File: config.mk
export PLATFORM = sky130hd
export DESIGN_NAME = rand_sched
export DESIGN_NICKNAME = d
export VERILOG_FILES = /design/src/rtl/rand_sched.sv
export SDC_FILE = /design/constraint.sdc
export NUM_CORES = 1
export LEC_CHECK = 0
export CORE_MARGIN = 2
export CORE_UTILIZATION = 37
export DETAILED_ROUTE_END_ITERATION = 6
export PLACE_DENSITY_LB_ADDON = 0.12
export SLEW_MARGIN = 40
export SYNTH_ARGS = -nofsm -noshare
export SYNTH_HDL_FRONTEND = slang
export SYNTH_SLANG_ARGS = --single-unit
export TNS_END_PERCENT = 5
File: constraint.sdc
create_clock -name Clk -period 2.3 [get_ports Clk]
set_clock_uncertainty 0.1 [all_clocks]
set_input_delay 0.46 -clock Clk [delete_from_list [all_inputs] [get_ports Clk]]
set_output_delay 0.46 -clock Clk [all_outputs]
set_load 0.03 [all_outputs]
File: src/rtl/rand_sched.sv
//==============================================================================
// Module   : rand_sched
// Purpose  : Shares one external 9-bit LFSR among NREQ requesters. The LFSR
//            is seeded from a free-running counter on the first start pulse.
//            Samples are then handed out round-robin, at least GAP LFSR
//            steps apart, as one-cycle one-hot grants carrying the sample.
// Options  : `define RAND_SCHED_RANGE_CLAMP_EN to reject samples above the
//            selected requester's inclusive limit. A rejected sample does not
//            advance the round-robin pointer, so the requester retries first.
// Revision : 1.0 - initial release
//==============================================================================
`default_nettype none

module rand_sched #(
  parameter int NREQ = 4,
  parameter int GAP  = 4
) (
  input  logic              Clk,
  input  logic              Reset_n,
  input  logic              start,
  input  logic [NREQ-1:0]   req,
  input  logic [NREQ*9-1:0] limit,
  input  logic [8:0]        lfsr_outp,
  output logic [8:0]        lfsr_seed,
  output logic              lfsr_seed_in,
  output logic [NREQ-1:0]   gnt,
  output logic [8:0]        rand_val,
  output logic              ready
);

  localparam int              c_pw      = (NREQ > 1) ? $clog2(NREQ) : 1;
  localparam logic [c_pw-1:0] c_ptr_rst = c_pw'(NREQ - 1);
  localparam logic [3:0]      c_gap     = 4'(GAP);

  typedef enum logic [1:0] {
    UNSEEDED = 2'd0,
    SEED     = 2'd1,
    WAIT     = 2'd2,
    ARB      = 2'd3
  } state_t;

  state_t          state_q;
  logic [8:0]      ctr_q;
  logic [8:0]      ctr_d;
  logic [8:0]      seed_d;
  logic [3:0]      gap_q;
  logic [c_pw-1:0] ptr_q;
  logic [NREQ-1:0] gnt_q;
  logic [8:0]      rand_val_q;
  logic [8:0]      seed_q;
  logic            seed_in_q;
  logic            ready_q;

  logic [c_pw-1:0] rr_cand;
  logic [c_pw-1:0] rr_idx;
  logic            rr_vld;
  logic [NREQ-1:0] rr_onehot;
  logic            sample_ok;

  assign ctr_d = ctr_q + 9'd1;
  // An all-ones seed would lock up the LFSR, so it is replaced by 1.
  assign seed_d = (ctr_q == 9'h1FF) ? 9'h001 : ctr_q;

  // Round-robin search starting one past the last granted requester.
  always_comb begin
    rr_vld  = 1'b0;
    rr_idx  = ptr_q;
    rr_cand = ptr_q;
    for (int i = 1; i <= NREQ; i++) begin
      rr_cand = c_pw'((int'(ptr_q) + i) % NREQ);
      if (!rr_vld && req[rr_cand]) begin
        rr_vld = 1'b1;
        rr_idx = rr_cand;
      end
    end
  end

  assign rr_onehot = NREQ'(1) << rr_idx;

`ifdef RAND_SCHED_RANGE_CLAMP_EN
  logic [8:0] sel_limit;

  // Accept the current sample only if it fits the selected requester's limit.
  always_comb begin
    sel_limit = 9'h1FF;
    for (int k = 0; k < NREQ; k++) begin
      if (rr_idx == c_pw'(k)) begin
        sel_limit = limit[9*k +: 9];
      end
    end
    sample_ok = (lfsr_outp <= sel_limit);
  end
`else
  logic unused_limit;

  assign unused_limit = ^limit;
  assign sample_ok    = 1'b1;
`endif

  // Scheduler state machine; every output is registered here.
  always_ff @(posedge Clk or negedge Reset_n) begin
    if (!Reset_n) begin
      state_q    <= UNSEEDED;
      ctr_q      <= 9'd0;
      gap_q      <= 4'd0;
      ptr_q      <= c_ptr_rst;
      gnt_q      <= '0;
      rand_val_q <= 9'd0;
      seed_q     <= 9'd0;
      seed_in_q  <= 1'b0;
      ready_q    <= 1'b0;
    end else begin
      ctr_q     <= ctr_d;
      gnt_q     <= '0;
      seed_in_q <= 1'b0;
      case (state_q)
        UNSEEDED: begin
          ready_q <= 1'b0;
          if (start) begin
            seed_q    <= seed_d;
            seed_in_q <= 1'b1;
            state_q   <= SEED;
          end
        end
        SEED: begin
          // The first wait lets the freshly loaded LFSR settle; not ready yet.
          gap_q   <= c_gap;
          ready_q <= 1'b0;
          state_q <= WAIT;
        end
        WAIT: begin
          if (gap_q <= 4'd1) begin
            gap_q   <= 4'd0;
            ready_q <= 1'b1;
            state_q <= ARB;
          end else begin
            gap_q <= gap_q - 4'd1;
          end
        end
        ARB: begin
          if (rr_vld) begin
            if (sample_ok) begin
              gnt_q      <= rr_onehot;
              rand_val_q <= lfsr_outp;
              ptr_q      <= rr_idx;
            end
            // A rejected sample still costs a full gap before the retry.
            gap_q   <= c_gap;
            ready_q <= 1'b1;
            state_q <= WAIT;
          end
        end
        default: begin
          state_q <= UNSEEDED;
        end
      endcase
    end
  end

  assign lfsr_seed    = seed_q;
  assign lfsr_seed_in = seed_in_q;
  assign gnt          = gnt_q;
  assign rand_val     = rand_val_q;
  assign ready        = ready_q;

endmodule

`default_nettype wire
==> run_1/met1.png <==
The bar under the picture is 20 microns long.
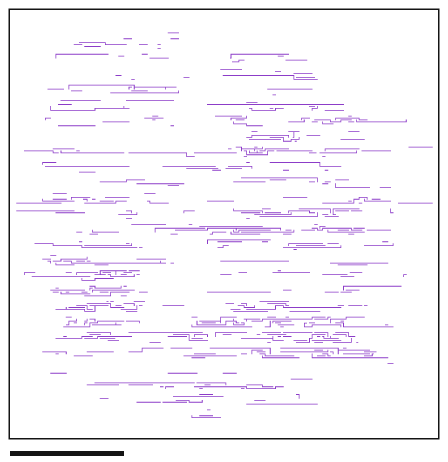
nets with wire on the layer: 201
wire length on this layer: 1630 microns
longest straight run: 23.9 microns
main direction: horizontal
share of all routed wire: 47%

==> run_1/density.png <==
The die is cut into 8 by 8 equal tiles; white is low, dark blue is high, 0 to 100% covered.
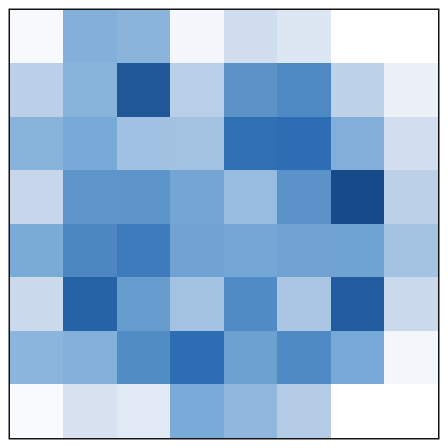
emptiest ninth of the die: north-east
nearly empty tiles: 6.2%
mean over tiles: 42%
fullest tile: 90%
tiles over 75% full: 9.4%

==> run_1/met2.png <==
The bar under the picture is 20 microns long.
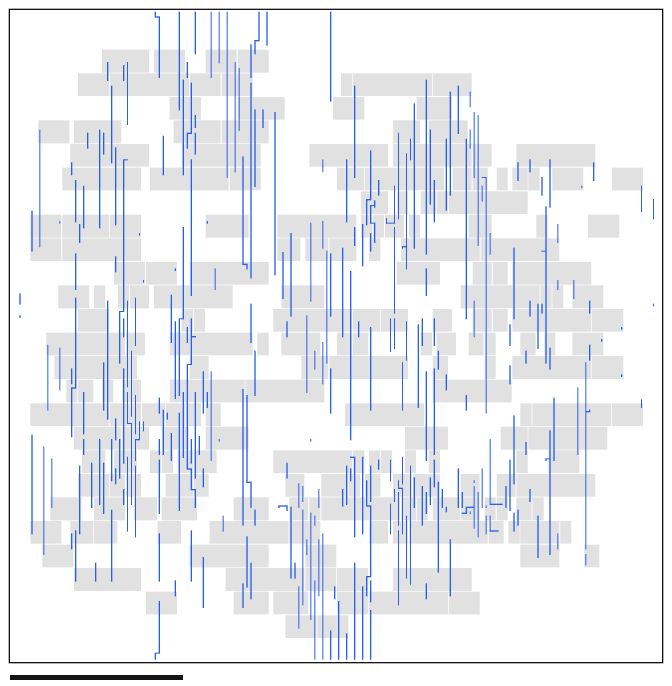
longest straight run: 27.2 microns
share of all routed wire: 47%

==> GITHUB_STEP_SUMMARY, run 1 <==
### Metrics collected by this job

| Metric | Value |
|---|---|
| Post-layout worst setup margin | `0.202 ns` |
| Part of the Yosys area used for sequential elements | `0.547` |
| CTS tree | `yes` |
| Most frequent cell after synthesis | `dfrtp_1` |
| Worst-path maximum fanout | `14` |
| Placed Instances | `272` |
| Placement row count | `25` |
| TritonRoute pass-1 iters | `4` |
| Mean routed wirelength per cell | `12.3 microns` |
| Static leakage power | `0.00111 uW` |
| Global-route wire length before repair | `5890 microns` |
| Final non-filler cell total | `280` |
| Required time reported for the critical path endpoint | `2.41 ns` |
| Count of endpoints failing hold in the final timing report | `0` |
| Period Utilization, post-route | `0.912` |
| Most common library cells after synthesis | `39 x dfrtp_1, 17 x nand2_1, 11 x inv_1, 11 x o21ai_0, 10 x nor2_1` |
| DIE HEIGHT | `75.3 microns` |
| Worst Path Arrival | `2.21 ns` |
| Area added between synthesis and finish | `30.4%` |
| Ys flops | `41` |
| Startpoint class of the critical path | `input port` |
| Initial Util | `0.390` |
| Critical Path End Type | `register` |
| Overflow left after global routing | `0` |
| Final wirelength | `3440 microns` |
| Starting DRC count in detailed routing | `50` |
| Buffer depth of the longest clock path | `2` |
| Reg2Reg Setup Slack | `0.37 ns` |
| Top cells by area | `dfrtp_1 52%, mux2_4 4.8%, nand2_1 3.4%` |
| Peak clock frequency supported by timing | `0.477 GHz` |
| Vias after detailed routing | `1304` |
| DRC violation count after routing | `0` |
| Setup slack after placement | `-0.130 ns` |
| Routed vias/inst | `4.66` |
| Quantity of gates resized following cts | `0` |
| Post-synthesis cell type count | `41` |
| Class of the most critical hold timing path | `in -> async` |
| Power density cells | `1050 nW/um^2` |
| Dominant register cell in the synthesized netlist | `dfrtp_1` |
| Setup repair after global routing missed its margin | `false` |
| Boundary Pins | `76` |
| Hold-fix buffers at CTS | `0` |
| Worst setup path start | `req[3]` |
| Top-area cell share | `0.519` |
| Global placer's final weighted congestion | `0.795` |
| Number of fill cells in the layout | `446` |
| Number of pins with negative max-slew slack in the final report | `0` |
| Post-synth area from yosys stat | `1880 sq um` |
| Cts bufs inserted | `5` |
| Relative max-transition margin | `0.483` |
| Nets | `269` |
| Number of setup buffers added after CTS | `0` |
| Number of synthesized flops with an enable pin | `0` |
| Initial antenna violation count | `0` |
| R2R Path Start | `gap_q[0]$_DFFE_PN0P_` |
| Floorplan Core Area | `4820 sq um` |
| DP HPWL | `2600 microns` |
| Post-synthesis cell type with the largest combined area | `dfrtp_1` |
| Max-capacitance violation count | `0` |
| Vias in the first global route | `1296` |
| Total nets after synthesis | `221` |
| Die Width | `75.3 microns` |
| CTS sink cnt | `41` |
| Ys async rst share | `1.00` |
| Cell count in the Yosys report | `164` |
| Antenna viol nets, final | `0` |
| Type of the setup path with the least slack | `in -> reg` |
| Total Routing Usage GR | `0.137` |
| Transition time at the pin with the least slew margin | `0.774 ns` |
| Result of the run | `finished clean` |
| Post-synthesis instance total | `164` |
| OpenROAD warning count | `64` |
| Final critical path time including I/O delays and setup | `2.10 ns` |
| Antenna cell count | `0` |
## run 1: power by group
group	internal (uW)	switching, uW	total [uW]
Combinational	519	557	1080
Sequential	913	150	1060
Clock	213	225	438
Total	1650	932	2580
## run 1: state kept, by name (all words and copies together) (netlist names)
name	cells
ctr_q	9
lfsr_seed	9
rand_val	9
gap_q	4
gnt	4
ptr_q	2
state_q	2
lfsr_seed_in	1
ready	1
## run 1: cell usage in the layout, fill, tap and decap left out, types with 6 or more instances in the layout
cell type        instances
buf_4                    6
clkdlybuf4s50_1         38
dfrtp_1                 39
inv_1                   11
mux2_4                   6
nand2_1                 17
nand2b_1                 9
nor2_1                  10
o21ai_0                 11
## run 1: layer usage
layer,GRT usage,wire length [microns],part of all wire,vias to the layer above
li1,-,-,-,656
met1,0.185,1630,0.47,614
met2,0.211,1610,0.47,32
met3,0.0482,194,0.056,2
met4,0.0429,17,0.0049,0
met5,0,0,0,-
## run 1: final timing paths
kind                                       endpoint  depth (start not counted)
setup / recovery                   gnt[0]$_DFF_PN0_                          5
hold reg to reg            lfsr_seed[3]$_DFFE_PN0P_                          2
hold / removal                 gap_q[1]$_DFFE_PN0P_                          1
min in group Clk           lfsr_seed[3]$_DFFE_PN0P_                          2
max in group asynchronous      ptr_q[0]$_DFFE_PN1P_                          2
setup reg to reg             state_q[0]$_DFFE_PN0P_                          6
## run 1: logic make-up after synthesis
kind of cell | count (synthesis) | share of synthesized area
AND/OR/NAND/NOR | 59 | 0.185
adder cells (fa/ha/maj) | 5 | 0.0333
AND-OR/OR-AND | 26 | 0.0885
buffers and inverters | 15 | 0.0353
multiplexers | 12 | 0.0826
XOR/XNOR | 6 | 0.0280
flip-flops | 41 | 0.547
## run 1: final cells by class
| cell class | instances | area [sq um] | area share |
|---|---|---|---|
| timing repair buffer | 45 | 430 | 0.176 |
| clock buffer | 7 | 76.3 | 0.0312 |
| sequential | 41 | 1030 | 0.420 |
| inverter | 11 | 41.3 | 0.0169 |
| clock inverter | 1 | 5.00 | 0.00204 |
| multi-input combinational | 108 | 785 | 0.320 |
| tap | 67 | 83.8 | 0.0342 |
## run 1: metrics by stage
stage / util / hold slack (ns) / setup TNS, ns / instance area [sq um] / total power (uW)
4_1_cts: 0.509 / 0.0430 / 0 / 2450 / 2610
6_report: 0.509 / 0.0367 / 0 / 2450 / 2580
3_5_place_dp: 0.492 / 0.359 / -0.507 / 2370 / 2160
5_1_grt: 0.509 / 0.0733 / 0 / 2450 / 2750
2_1_floorplan: - / 0.0644 / 0 / 1880 / 1780
3_3_place_gp: 0.492 / 0.350 / -0.243 / 2370 / 2130
## run 1: critical path, cell delays in order
cell and delay (ns):
clkdlybuf4s50_1 0.53, nor4_4 0.07, nor2_2 0.61, nor4b_4 0.36
and2_1 0.18
==> run 2: changes to the inputs <==
- RECOVER_POWER: not set -> 25
==> run_2/met1.png <==
The bar under the picture is 20 microns long.
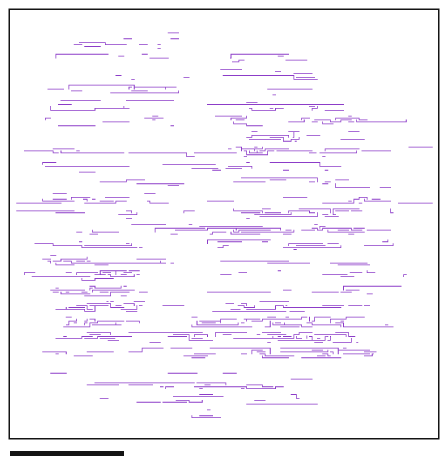
longest straight run: 23.9 microns
main direction: horizontal
nets with wire on the layer: 201
wire length on this layer: 1610 microns

==> run 2 against run 1 <==
Compared with the run above:
- global-route usage unchanged
- combinational power about the same
- design area decreased by 0.20%
- cell count unchanged
- maximum frequency about the same
- setup slack about the same
- critical path type unchanged
- critical path depth unchanged
- utilization decreased by 0.10 points
- sequential cell count unchanged
- sequential power about the same
- largest power group unchanged
- register-to-register slack about the same
==> GITHUB_STEP_SUMMARY, run 2 <==
### Metrics collected by this job

| Metric | Value |
|---|---|
| Maximum number of pins on one net before global-route repair | `24` |
| Relative max-transition margin | `0.204 (-0.280)` |
| Vias in the first global route | `1296 (unchanged)` |
| Commonest non-fill, non-tap cell in the layout | `dfrtp_1` |
| Mean routed wirelength per cell | `12.3 microns (about the same)` |
| Most common library cells after synthesis | `39 x dfrtp_1, 17 x nand2_1, 11 x inv_1, 11 x o21ai_0, 10 x nor2_1` |
| Hold-fix buffers at CTS | `0 (unchanged)` |
| Startpoint class of the critical path | `input port` |
| Commonest non-fill, non-tap cells in the layout | `39 x dfrtp_1, 38 x clkdlybuf4s50_1, 17 x nand2_1` |
| Top cells by area | `dfrtp_1 52%, mux2_4 4.8%, nand2_1 3.4%` |
| Count of endpoints failing hold in the final timing report | `0 (unchanged)` |
| Dominant register cell in the synthesized netlist | `dfrtp_1` |
| Antenna cell count | `0 (unchanged)` |
| Peak clock frequency supported by timing | `0.477 GHz (about the same)` |
| Ys flops | `41 (unchanged)` |
| Final wirelength | `3440 microns (about the same)` |
| Initial Util | `0.390 (unchanged)` |
| Placement row count | `25 (unchanged)` |
| TritonRoute pass-1 iters | `4 (unchanged)` |
| Transition time at the pin with the least slew margin | `1.19 ns (+0.420 ns)` |
| Synth Cell Area | `1880 sq um` |
| Cell count in the Yosys report | `164 (unchanged)` |
| Worst Path Arrival | `2.21 ns (about the same)` |
| Avg Inst Size Synth | `11.5 sq um` |
| Initial antenna violation count | `0 (unchanged)` |
| Final number of setup-violating endpoints | `0` |
| Worst IR Drop VDD | `0.600 mV` |
| Worst-path maximum fanout | `14 (unchanged)` |
| Cts bufs inserted | `5 (unchanged)` |
| Overflow left after global routing | `0 (unchanged)` |
| Worst R2R Path Depth | `4 (-2)` |
| R2R Path Start | `state_q[1]$_DFFE_PN0P_` |
| Crit Reg-Reg Endpoint | `gnt[0]$_DFF_PN0_` |
| Clock transition at the register clock pins on the worst setup and hold paths after CTS | `0.08 ns` |
| IO Port Bufs | `39` |
| Ys async rst share | `1.00 (unchanged)` |
| Total die size | `5670 sq um` |
| Required time reported for the critical path endpoint | `2.41 ns (about the same)` |
| Final critical path time including I/O delays and setup | `2.10 ns (-0.000164 ns)` |
| Part of the Yosys area used for sequential elements | `0.547 (unchanged)` |
| H-tree depth reported by CTS | `2` |
| CTS tree | `yes` |
| Total Routing Usage GR | `0.137 (unchanged)` |
| Class of the most critical hold timing path | `in -> async` |
| Antenna viol nets, final | `0 (unchanged)` |
| Global placer's final weighted congestion | `0.795 (unchanged)` |
| Result of the run | `finished clean` |
| Post-synthesis instance total | `164 (unchanged)` |
| Clock Latency Late Sink | `0.28 ns` |
| Floorplan Core Area | `4820 sq um (unchanged)` |
| Post-synthesis cell type count | `41 (unchanged)` |
| Global-route wire length before repair | `5890 microns (unchanged)` |
| Number of synthesized flops with an enable pin | `0 (unchanged)` |
| Post-synth area from yosys stat | `1880 sq um (unchanged)` |
| Top-area cell share | `0.519 (unchanged)` |
| Total nets after synthesis | `221 (unchanged)` |
| Max-capacitance violation count | `0 (unchanged)` |
| Syn. warnings | `0` |
| Overall power of the completed layout | `2580 uW (about the same)` |
| Number of setup buffers added after CTS | `0 (unchanged)` |
| Buffer depth of the longest clock path | `2 (unchanged)` |
| Period Utilization, post-route | `0.912 (about the same)` |
| Share of final-layout standard cells stronger than drive strength 1 | `0.150` |
| DRC violation count after routing | `0 (unchanged)` |
| Critical Path End Type | `register` |
| Reg2Reg Setup Slack | `0.37 ns (about the same)` |
| Routed vias/inst | `4.65 (-0.15%)` |
| Die Width | `75.3 microns (unchanged)` |
| Setup repair after global routing missed its margin | `false` |
| DP HPWL | `2600 microns (unchanged)` |
| Power density cells | `1050 nW/um^2 (+0.13%)` |
| DIE HEIGHT | `75.3 microns (unchanged)` |
| Vias after detailed routing | `1302 (-0.15%)` |
| Root Buffer | `clkbuf_8` |
| Type of the setup path with the least slack | `in -> reg` |
| Number of pins with negative max-slew slack in the final report | `0 (unchanged)` |
| Quantity of gates resized following cts | `0 (unchanged)` |
| Static leakage power | `0.00110 uW (-0.57%)` |
| CTS sink cnt | `41 (unchanged)` |
| OpenROAD warning count | `64 (unchanged)` |
| Starting DRC count in detailed routing | `51 (+2.0%)` |
| Most frequent cell after synthesis | `dfrtp_1` |
| Post-synthesis cell type with the largest combined area | `dfrtp_1` |
| Final Hold Slack | `0.296 ns (+0.259 ns)` |
| Boundary Pins | `76 (unchanged)` |
| Area added between synthesis and finish | `30.1%` |
| Nets | `269 (unchanged)` |
==> run_2/met2.png <==
The bar under the picture is 20 microns long.
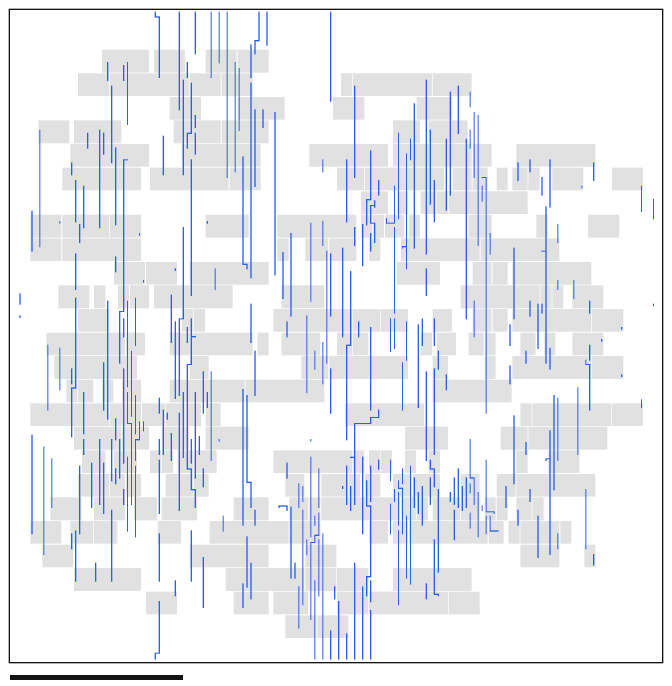
nets with wire on the layer: 195
main direction: vertical
wire length on this layer: 1620 microns

-- run 2: cell counts after synthesis --
No cell type changed its count.
-- run 2: power by group --
group	switching (uW)	internal (uW)	total, uW
Sequential	150	913	1060
Clock	226	213	439
Combinational	555	518	1070
Total	931	1640	2580
-- run 2: routing by layer --
| layer | up-vias | global-route usage | part of all wire |
|---|---|---|---|
| li1 | 656 | - | - |
| met1 | 614 | 0.185 | 0.47 |
| met2 | 30 | 0.211 | 0.47 |
| met3 | 2 | 0.0482 | 0.055 |
| met4 | 0 | 0.0429 | 0.0049 |
| met5 | - | 0 | 0 |
-- run 2: critical path, stage by stage --
cell	delay [ns]
clkdlybuf4s50_1	0.53
nor4_4	0.07
nor2_2	0.61
nor4b_4	0.36
and2_1	0.18
-- run 2: how the worst max path moves through the flow --
stage / start / endpoint / cells past startpoint
after floorplan: ctr_q[0]$_DFF_PN0_ / lfsr_seed[7]$_DFFE_PN0P_ / 8
after global placement: req[0] / gnt[0]$_DFF_PN0_ / 5
after detailed placement: req[3] / gnt[0]$_DFF_PN0_ / 5
after CTS: req[3] / gnt[0]$_DFF_PN0_ / 5
after global routing: req[1] / gnt[0]$_DFF_PN0_ / 5
final: req[3] / gnt[0]$_DFF_PN0_ / 5
-- run 2: cell type report --
class	count	area [sq um]
Clock buffer	7	76.3
Clock inverter	1	5.00
Fill cell	445	2370
Inverter	11	41.3
Multi-Input combinational cell	108	785
Sequential cell	41	1030
Tap cell	67	83.8
Timing Repair Buffer	45	425
-- run 2: logic make-up after synthesis --
| family | after synthesis | share of synthesized area |
|---|---|---|
| simple gates | 59 | 0.185 |
| flops | 41 | 0.547 |
| compound gates | 26 | 0.0885 |
| buf+inv | 15 | 0.0353 |
| mux | 12 | 0.0826 |
| xor+xnor | 6 | 0.0280 |
| fa+ha+maj | 5 | 0.0333 |
-- run 2: metrics by stage --
| step | TNS, ns | setup WS (ns) | utilization | instance area [sq um] | instances |
|---|---|---|---|---|---|
| floorplan | 0 | 0.691 | - | 1880 | 164 |
| global placement | -0.243 | -0.0908 | 0.492 | 2370 | 272 |
| detailed placement | -0.507 | -0.130 | 0.492 | 2370 | 272 |
| CTS | 0 | 0.162 | 0.509 | 2450 | 280 |
| global route | 0 | 0.0488 | 0.508 | 2440 | 280 |
| finish | 0 | 0.203 | 0.508 | 2440 | 280 |
==> run 3: changes to the inputs <==
- CORE_ASPECT_RATIO: not set -> 1.5
- clock period: 2.3 -> 2.55 ns (I/O delays scaled with it)
==> run_3/met2.png <==
The bar under the picture is 20 microns long.
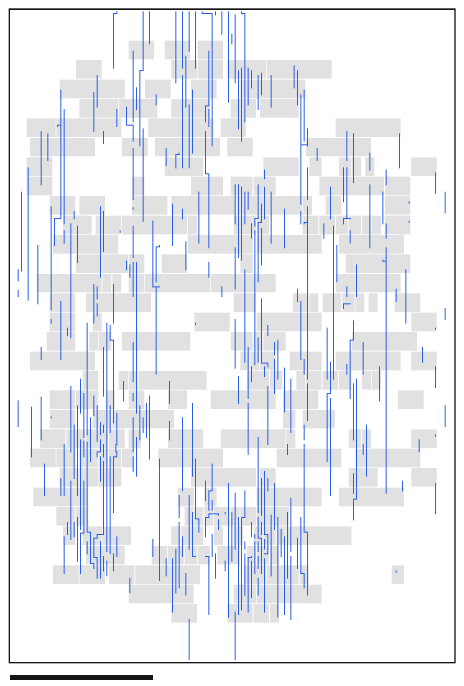
main direction: vertical
wire length on this layer: 1820 microns
longest straight run: 34.3 microns

==> run 3 against run 2 <==
Compared with the run above:
- cell count decreased by 1.1%
- sequential share of layout area increased by 0.11 points
- design area decreased by 0.26%
- routed wire length increased by 3.8%
- power decreased by 8.7%
- largest cell class unchanged
==> GITHUB_STEP_SUMMARY, run 3 <==
### Metrics collected by this job

| Metric | Value |
|---|---|
| Post-synthesis simple-gate area fraction | `0.185 (unchanged)` |
| Cts bufs inserted | `5 (unchanged)` |
| Cell count in the Yosys report | `164 (unchanged)` |
| Worst setup path start | `req[0]` |
| R2R Path Start | `state_q[1]$_DFFE_PN0P_` |
| Overflow left after global routing | `0 (unchanged)` |
| Required time reported for the critical path endpoint | `2.68 ns (+0.27 ns)` |
| Total die size | `5680 sq um (+0.20%)` |
| TritonRoute pass-1 iters | `4 (unchanged)` |
| Internal Power | `1480 uW (-10%)` |
| Setup repair after global routing missed its margin | `false` |
| Dominant register cell in the synthesized netlist | `dfrtp_1` |
| Result of the run | `finished clean` |
| Util after Layout | `0.503 (-0.00456)` |
| Nets | `267 (-0.74%)` |
| H-tree depth reported by CTS | `2 (unchanged)` |
| Boundary Pins | `76 (unchanged)` |
| Total net switching power | `873 uW (-6.2%)` |
| Global-route wire length before repair | `5950 microns (+1.1%)` |
| Global placer's final weighted congestion | `0.777 (-2.2%)` |
| Top cells by area | `dfrtp_1 52%, mux2_4 4.8%, nand2_1 3.4%` |
| Routed vias/inst | `4.84 (+4.1%)` |
| Total Routing Usage GR | `0.131 (-0.00623)` |
| Root Buffer | `clkbuf_8` |
| Post-synthesis instance total | `164 (unchanged)` |
| Final critical path time including I/O delays and setup | `2.12 ns` |
| Peak clock frequency supported by timing | `0.473 GHz` |
| Clock transition at the register clock pins on the worst setup and hold paths after CTS | `0.08 ns (about the same)` |
| Class of the most critical hold timing path | `in -> async` |
| Placed Instances | `269 (-1.1%)` |
| Startpoint class of the critical path | `input port` |
| Static leakage power | `0.00110 uW (-0.12%)` |
| Initial antenna violation count | `0 (unchanged)` |
| Total nets after synthesis | `221 (unchanged)` |
| Setup slack after placement | `0.0872 ns (+0.217 ns)` |
| DIE HEIGHT | `91.3 microns (+21%)` |
| Ys async rst share | `1.00 (unchanged)` |
| Top-area cell share | `0.519 (unchanged)` |
| Worst Path Arrival | `2.25 ns (+0.04 ns)` |
| DP HPWL | `2570 microns (-1.2%)` |
| Met2 wirelength from detailed routing | `1820 microns (+12%)` |
==> run_3/met1.png <==
The bar under the picture is 20 microns long.
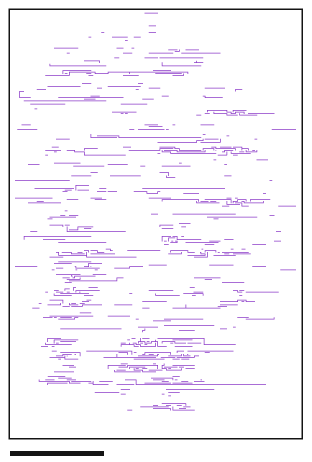
longest straight run: 27.6 microns
main direction: horizontal

## run 3: path summary, 6_finish.rpt
check,end,slack [ns]
min reg2reg,lfsr_seed[6]$_DFFE_PN0P_,0.38
max in group asynchronous,ctr_q[0]$_DFF_PN0_,1.47
min in group Clk,lfsr_seed[6]$_DFFE_PN0P_,0.38
max reg2reg,gnt[0]$_DFF_PN0_,0.63
min,gap_q[0]$_DFFE_PN0P_,0.27
max,gnt[0]$_DFF_PN0_,0.43
## run 3: cell families after synthesis
| group | after synthesis |
|---|---|
| xor gates and xnor gates | 6 |
| buffers and inverters | 15 |
| and+or+nand+nor | 59 |
| DFF | 41 |
| adders and majority gates | 5 |
| AOI/OAI and AO/OA | 26 |
| muxes | 12 |
## run 3: per-stage QoR
stage	power (uW)	hold WS [ns]	cell area [sq um]
global route	2480	0.362	2440
CTS	2380	0.101	2440
global placement	1920	0.362	2350
detailed placement	1950	0.369	2350
floorplan	1610	0.114	1880
finish	2350	0.272	2440
## run 3: worst max-delay path, cell delays in order
cell and delay (ns):
clkdlybuf4s50_1 0.53, nor4_4 0.07, nor2_2 0.61, nor4b_4 0.36
and2_1 0.16
## run 3: metal layers
metal	GRT usage	up-vias
met2	0.232	39
met3	0.0409	5
met1	0.144	647
met5	0	-
li1	-	650
met4	0.0556	0
## run 3: power by group through the flow
stage | Sequential (uW) | Combinational [uW] | Clock [uW]
final | 966 | 972 | 413
after global routing | 988 | 1040 | 450
after CTS | 966 | 981 | 433
after detailed placement | 974 | 978 | 0
after global placement | 962 | 961 | 0
after floorplan | 1140 | 474 | 0
## run 3: cell type report
cell class / count / area (sq um)
clock buffers: 5 / 68.8
clock inverters: 3 / 17.5
fillers: 454 / 2410
inverters: 11 / 41.3
multi-input cells: 108 / 785
flip-flops and latches: 41 / 1030
well taps: 66 / 82.6
repair buffers: 43 / 415
Power figures rest on the tool's default switching activity, not on a simulated workload.
